<file path="src/rtl/seq_writeback_unit.sv">
// seq_writeback_unit
// Buffers results from the load unit and the execute stage in a small
// circular FIFO and retires them one per cycle to the register file.
// It also answers two combinational hazard queries against every
// outstanding write.
//
// Ports
//   i_clk, i_rst              clock, synchronous active-high reset
//   i_load_*  / o_load_ready  load-unit result request (higher priority)
//   i_exec_*  / o_exec_ready  execute-stage result request
//   i_stall                   holds the FIFO head while high
//   i_query_source1/2         registers to check for pending writes
//   o_source1/2_pending       1 when the queried register has a write in flight
//   o_register_file_write,
//   o_destination, o_result   registered register-file write port
module seq_writeback_unit #(
    parameter int unsigned DATA_SIZE  = 32,
    parameter int unsigned FIFO_DEPTH = 4
) (
    input  logic                 i_clk,
    input  logic                 i_rst,
    input  logic                 i_exec_valid,
    input  logic [2:0]           i_exec_destination,
    input  logic [DATA_SIZE-1:0] i_exec_result,
    output logic                 o_exec_ready,
    input  logic                 i_load_valid,
    input  logic [2:0]           i_load_destination,
    input  logic [DATA_SIZE-1:0] i_load_result,
    output logic                 o_load_ready,
    input  logic                 i_stall,
    input  logic [2:0]           i_query_source1,
    input  logic [2:0]           i_query_source2,
    output logic                 o_source1_pending,
    output logic                 o_source2_pending,
    output logic                 o_register_file_write,
    output logic [2:0]           o_destination,
    output logic [DATA_SIZE-1:0] o_result
);

    localparam int unsigned PTR_W = $clog2(FIFO_DEPTH);
    localparam int unsigned CNT_W = PTR_W + 1;
    localparam logic [CNT_W-1:0] CNT_FULL = CNT_W'(FIFO_DEPTH);

    // FIFO storage; contents are only meaningful for occupied slots
    logic [2:0]           dest_mem [FIFO_DEPTH];
    logic [DATA_SIZE-1:0] data_mem [FIFO_DEPTH];

    logic [PTR_W-1:0]     rd_ptr_q, rd_ptr_d;
    logic [PTR_W-1:0]     wr_ptr_q, wr_ptr_d;
    logic [CNT_W-1:0]     count_q, count_d;
    logic                 wr_q, wr_d;
    logic [2:0]           dest_q, dest_d;
    logic [DATA_SIZE-1:0] result_q, result_d;

    logic                 full;
    logic                 push_load;
    logic                 push_exec;
    logic                 push;
    logic                 pop;
    logic [2:0]           push_dest;
    logic [DATA_SIZE-1:0] push_data;

    logic                 hit1;
    logic                 hit2;
    logic [PTR_W-1:0]     slot;

    // Readiness, push/pop decisions and next-state computation.
    // Readiness looks only at the current count, so a same-cycle pop
    // never frees a slot for a same-cycle push.
    always_comb begin
        full      = (count_q == CNT_FULL);
        push_load = i_load_valid && !full;
        push_exec = i_exec_valid && !full && !i_load_valid;
        push      = push_load || push_exec;
        push_dest = push_load ? i_load_destination : i_exec_destination;
        push_data = push_load ? i_load_result : i_exec_result;
        pop       = (count_q != '0) && !i_stall;

        rd_ptr_d  = rd_ptr_q;
        wr_ptr_d  = wr_ptr_q;
        count_d   = count_q;
        wr_d      = 1'b0;
        dest_d    = dest_q;
        result_d  = result_q;

        // Power-of-two depth: pointer arithmetic wraps naturally
        if (push) begin
            wr_ptr_d = wr_ptr_q + PTR_W'(1);
        end

        if (pop) begin
            rd_ptr_d = rd_ptr_q + PTR_W'(1);
            wr_d     = 1'b1;
            dest_d   = dest_mem[rd_ptr_q];
            result_d = data_mem[rd_ptr_q];
        end

        case ({push, pop})
            2'b10:   count_d = count_q + CNT_W'(1);
            2'b01:   count_d = count_q - CNT_W'(1);
            default: count_d = count_q;
        endcase
    end

    // Hazard lookup over occupied slots plus the write currently on the port
    always_comb begin
        hit1 = wr_q && (dest_q == i_query_source1);
        hit2 = wr_q && (dest_q == i_query_source2);
        slot = rd_ptr_q;
        for (int unsigned i = 0; i < FIFO_DEPTH; i++) begin
            slot = rd_ptr_q + PTR_W'(i);
            if (CNT_W'(i) < count_q) begin
                if (dest_mem[slot] == i_query_source1) begin
                    hit1 = 1'b1;
                end
                if (dest_mem[slot] == i_query_source2) begin
                    hit2 = 1'b1;
                end
            end
        end
    end

    // Control and output registers
    always_ff @(posedge i_clk) begin
        if (i_rst) begin
            rd_ptr_q <= '0;
            wr_ptr_q <= '0;
            count_q  <= '0;
            wr_q     <= 1'b0;
            dest_q   <= '0;
            result_q <= '0;
        end else begin
            rd_ptr_q <= rd_ptr_d;
            wr_ptr_q <= wr_ptr_d;
            count_q  <= count_d;
            wr_q     <= wr_d;
            dest_q   <= dest_d;
            result_q <= result_d;
        end
    end

    // Storage write; not cleared by reset since count gates validity
    always_ff @(posedge i_clk) begin
        if (push && !i_rst) begin
            dest_mem[wr_ptr_q] <= push_dest;
            data_mem[wr_ptr_q] <= push_data;
        end
    end

    assign o_load_ready          = !full;
    assign o_exec_ready          = !full && !i_load_valid;
    assign o_source1_pending     = hit1;
    assign o_source2_pending     = hit2;
    assign o_register_file_write = wr_q;
    assign o_destination         = dest_q;
    assign o_result              = result_q;

endmodule
</file>
<file path="config.mk">
export PLATFORM = sky130hd
export DESIGN_NAME = seq_writeback_unit
export DESIGN_NICKNAME = d
export VERILOG_FILES = /design/src/rtl/seq_writeback_unit.sv
export SDC_FILE = /design/constraint.sdc
export NUM_CORES = 1
export LEC_CHECK = 0
export ABC_AREA = 1
export CAP_MARGIN = 5
export CORE_ASPECT_RATIO = 2
export CORE_MARGIN = 3
export CORE_UTILIZATION = 58
export DETAILED_ROUTE_END_ITERATION = 7
export GPL_TIMING_DRIVEN = 1
export HOLD_SLACK_MARGIN = 0.02
export PLACE_DENSITY = 0.93
export REMOVE_ABC_BUFFERS = 1
export SLEW_MARGIN = 5
export SYNTH_ARGS = -nofsm -noshare
export SYNTH_HDL_FRONTEND = slang
export SYNTH_SLANG_ARGS = --single-unit
</file>
<file path="constraint.sdc">
create_clock -name i_clk -period 5 [get_ports i_clk]
set_input_delay 0.75 -clock i_clk [delete_from_list [all_inputs] [get_ports i_clk]]
set_output_delay 0.75 -clock i_clk [all_outputs]
set_load 0.05 [all_outputs]
</file>
### Cell outlines without signal wires

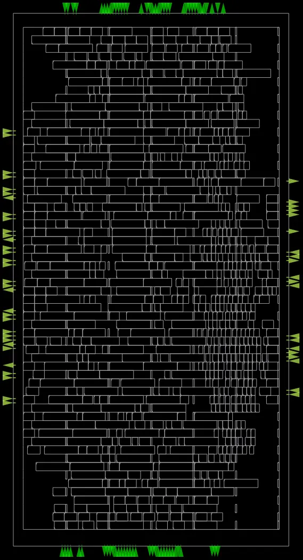
fillcell total: 858
Final Non-Filler Cells: 1,037

### Routed metal, one color a layer

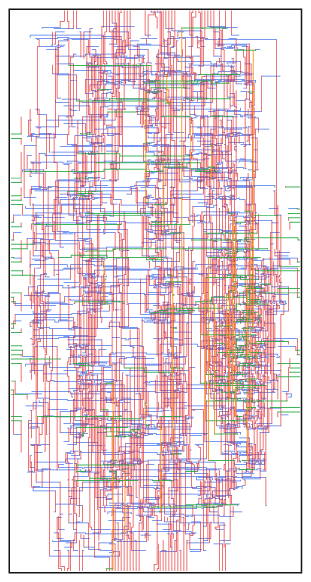
met2 -> red  # wire length 11,300 µm
met3 -> green  # wire length 1,450 µm
met1 -> blue  # wire length 7,080 µm
met4 -> orange  # wire length 837 µm
WL/cell: 19.9 µm
vias: 6,276
routed wire length: 20.6 mm
total track usage: 27.6%

==> results.ini <==
[cells_and_area]
nets = 928
final_cell_mix = edfxtp_1 (140), nand2_1 (139), clkdlybuf4s50_1 (120)

[final_timing]
fmax_mhz = 243
hold_viol = 0
skew_ns = 0.0164
holdWs_ns = 0.550

[setup_path]
crit_chain = inv_4 > nand2_1 > nand2_1 > nand2_1 > nand3_1 > nand2_1 > nor2_1 > nand2_1 > nand2_1 > inv_1 > nand2_1 > clkdlybuf4s50_1
worstSetupPathType = flop to output port

[synth]
synthMuxAreaShare_pct = 4.86

[routing]
first_iter_violations = 651

[outcome]
status = complete, no violations

[clocking]
clk_pin_slew_worst_paths_ns = 0.08
post_cts_buffers = 0
cts_resized = 0
clock_latency_ns = 0.43
cts_tree = built

[placement]
hpwl_mm = 13.1
portBuffers = 120
gp_congestion = 1.05

[floorplanning]
initCoreUtil_pct = 59.7

==> layout make-up <==
class	instances	area [µm²]	area share, %
Clock buffer	17	425	4.24
Clock inverter	15	173	1.72
Inverter	39	149	1.49
Multi-Input combinational cell	467	2680	26.7
Sequential cell	185	5110	50.9
Tap cell	186	233	2.32
Timing Repair Buffer	128	1260	12.6
==> through the flow <==
| step | instance area, µm² | cells |
|---|---|---|
| after floorplan | 7900 | 691 |
| after global placement | 9420 | 1005 |
| final | 10000 | 1037 |
| after detailed placement | 9420 | 1005 |
| after CTS | 10000 | 1037 |
| after global routing | 10000 | 1037 |
==> registers in the layout, indices dropped and copies added (netlist names), named ones only <==
| name | flops |
|---|---|
| rd_ptr_q | 2 |
| o_result | 32 |
| o_destination | 3 |
| o_register_file_write | 1 |
| dest_mem | 12 |
| count_q | 3 |
| wr_ptr_q | 2 |
| data_mem | 128 |
==> layer usage <==
metal  global-route usage (%)  share of wire [%]  wire length [µm]  up-vias
met2                     47.9                 55             11300      339
met4                     13.8                4.1               837        0
li1                         -                  -                 -     2872
met5                        0                  0                 0        -
met1                     31.9                 34              7070     2992
met3                     4.24                7.0              1450       73
==> final timing paths <==
kind	to	cells past startpoint	slack (ns)	startpoint
setup / recovery	o_source1_pending	12	0.88	rd_ptr_q[0]
hold / removal	o_result[27]	2	0.55	data_mem[0][27]
setup reg to reg	data_mem[2][14]	6	2.14	count_q[0]
hold reg to reg	o_result[27]	2	0.55	data_mem[0][27]
==> worst reg2reg max path: stages (launching register included) <==
cell	delay, ns
dfxtp_1	0.40
inv_1	0.12
ha_1	0.28
nand2_1	0.14
o21ai_1	0.17
or2_2	0.43
nor2_4	0.91
==> report_power, final <==
part	internal [mW]	total (mW)	switching, mW
sequential	1.90	2.05	0.148
clock	0.757	1.36	0.603
combinational	0.578	1.85	1.27
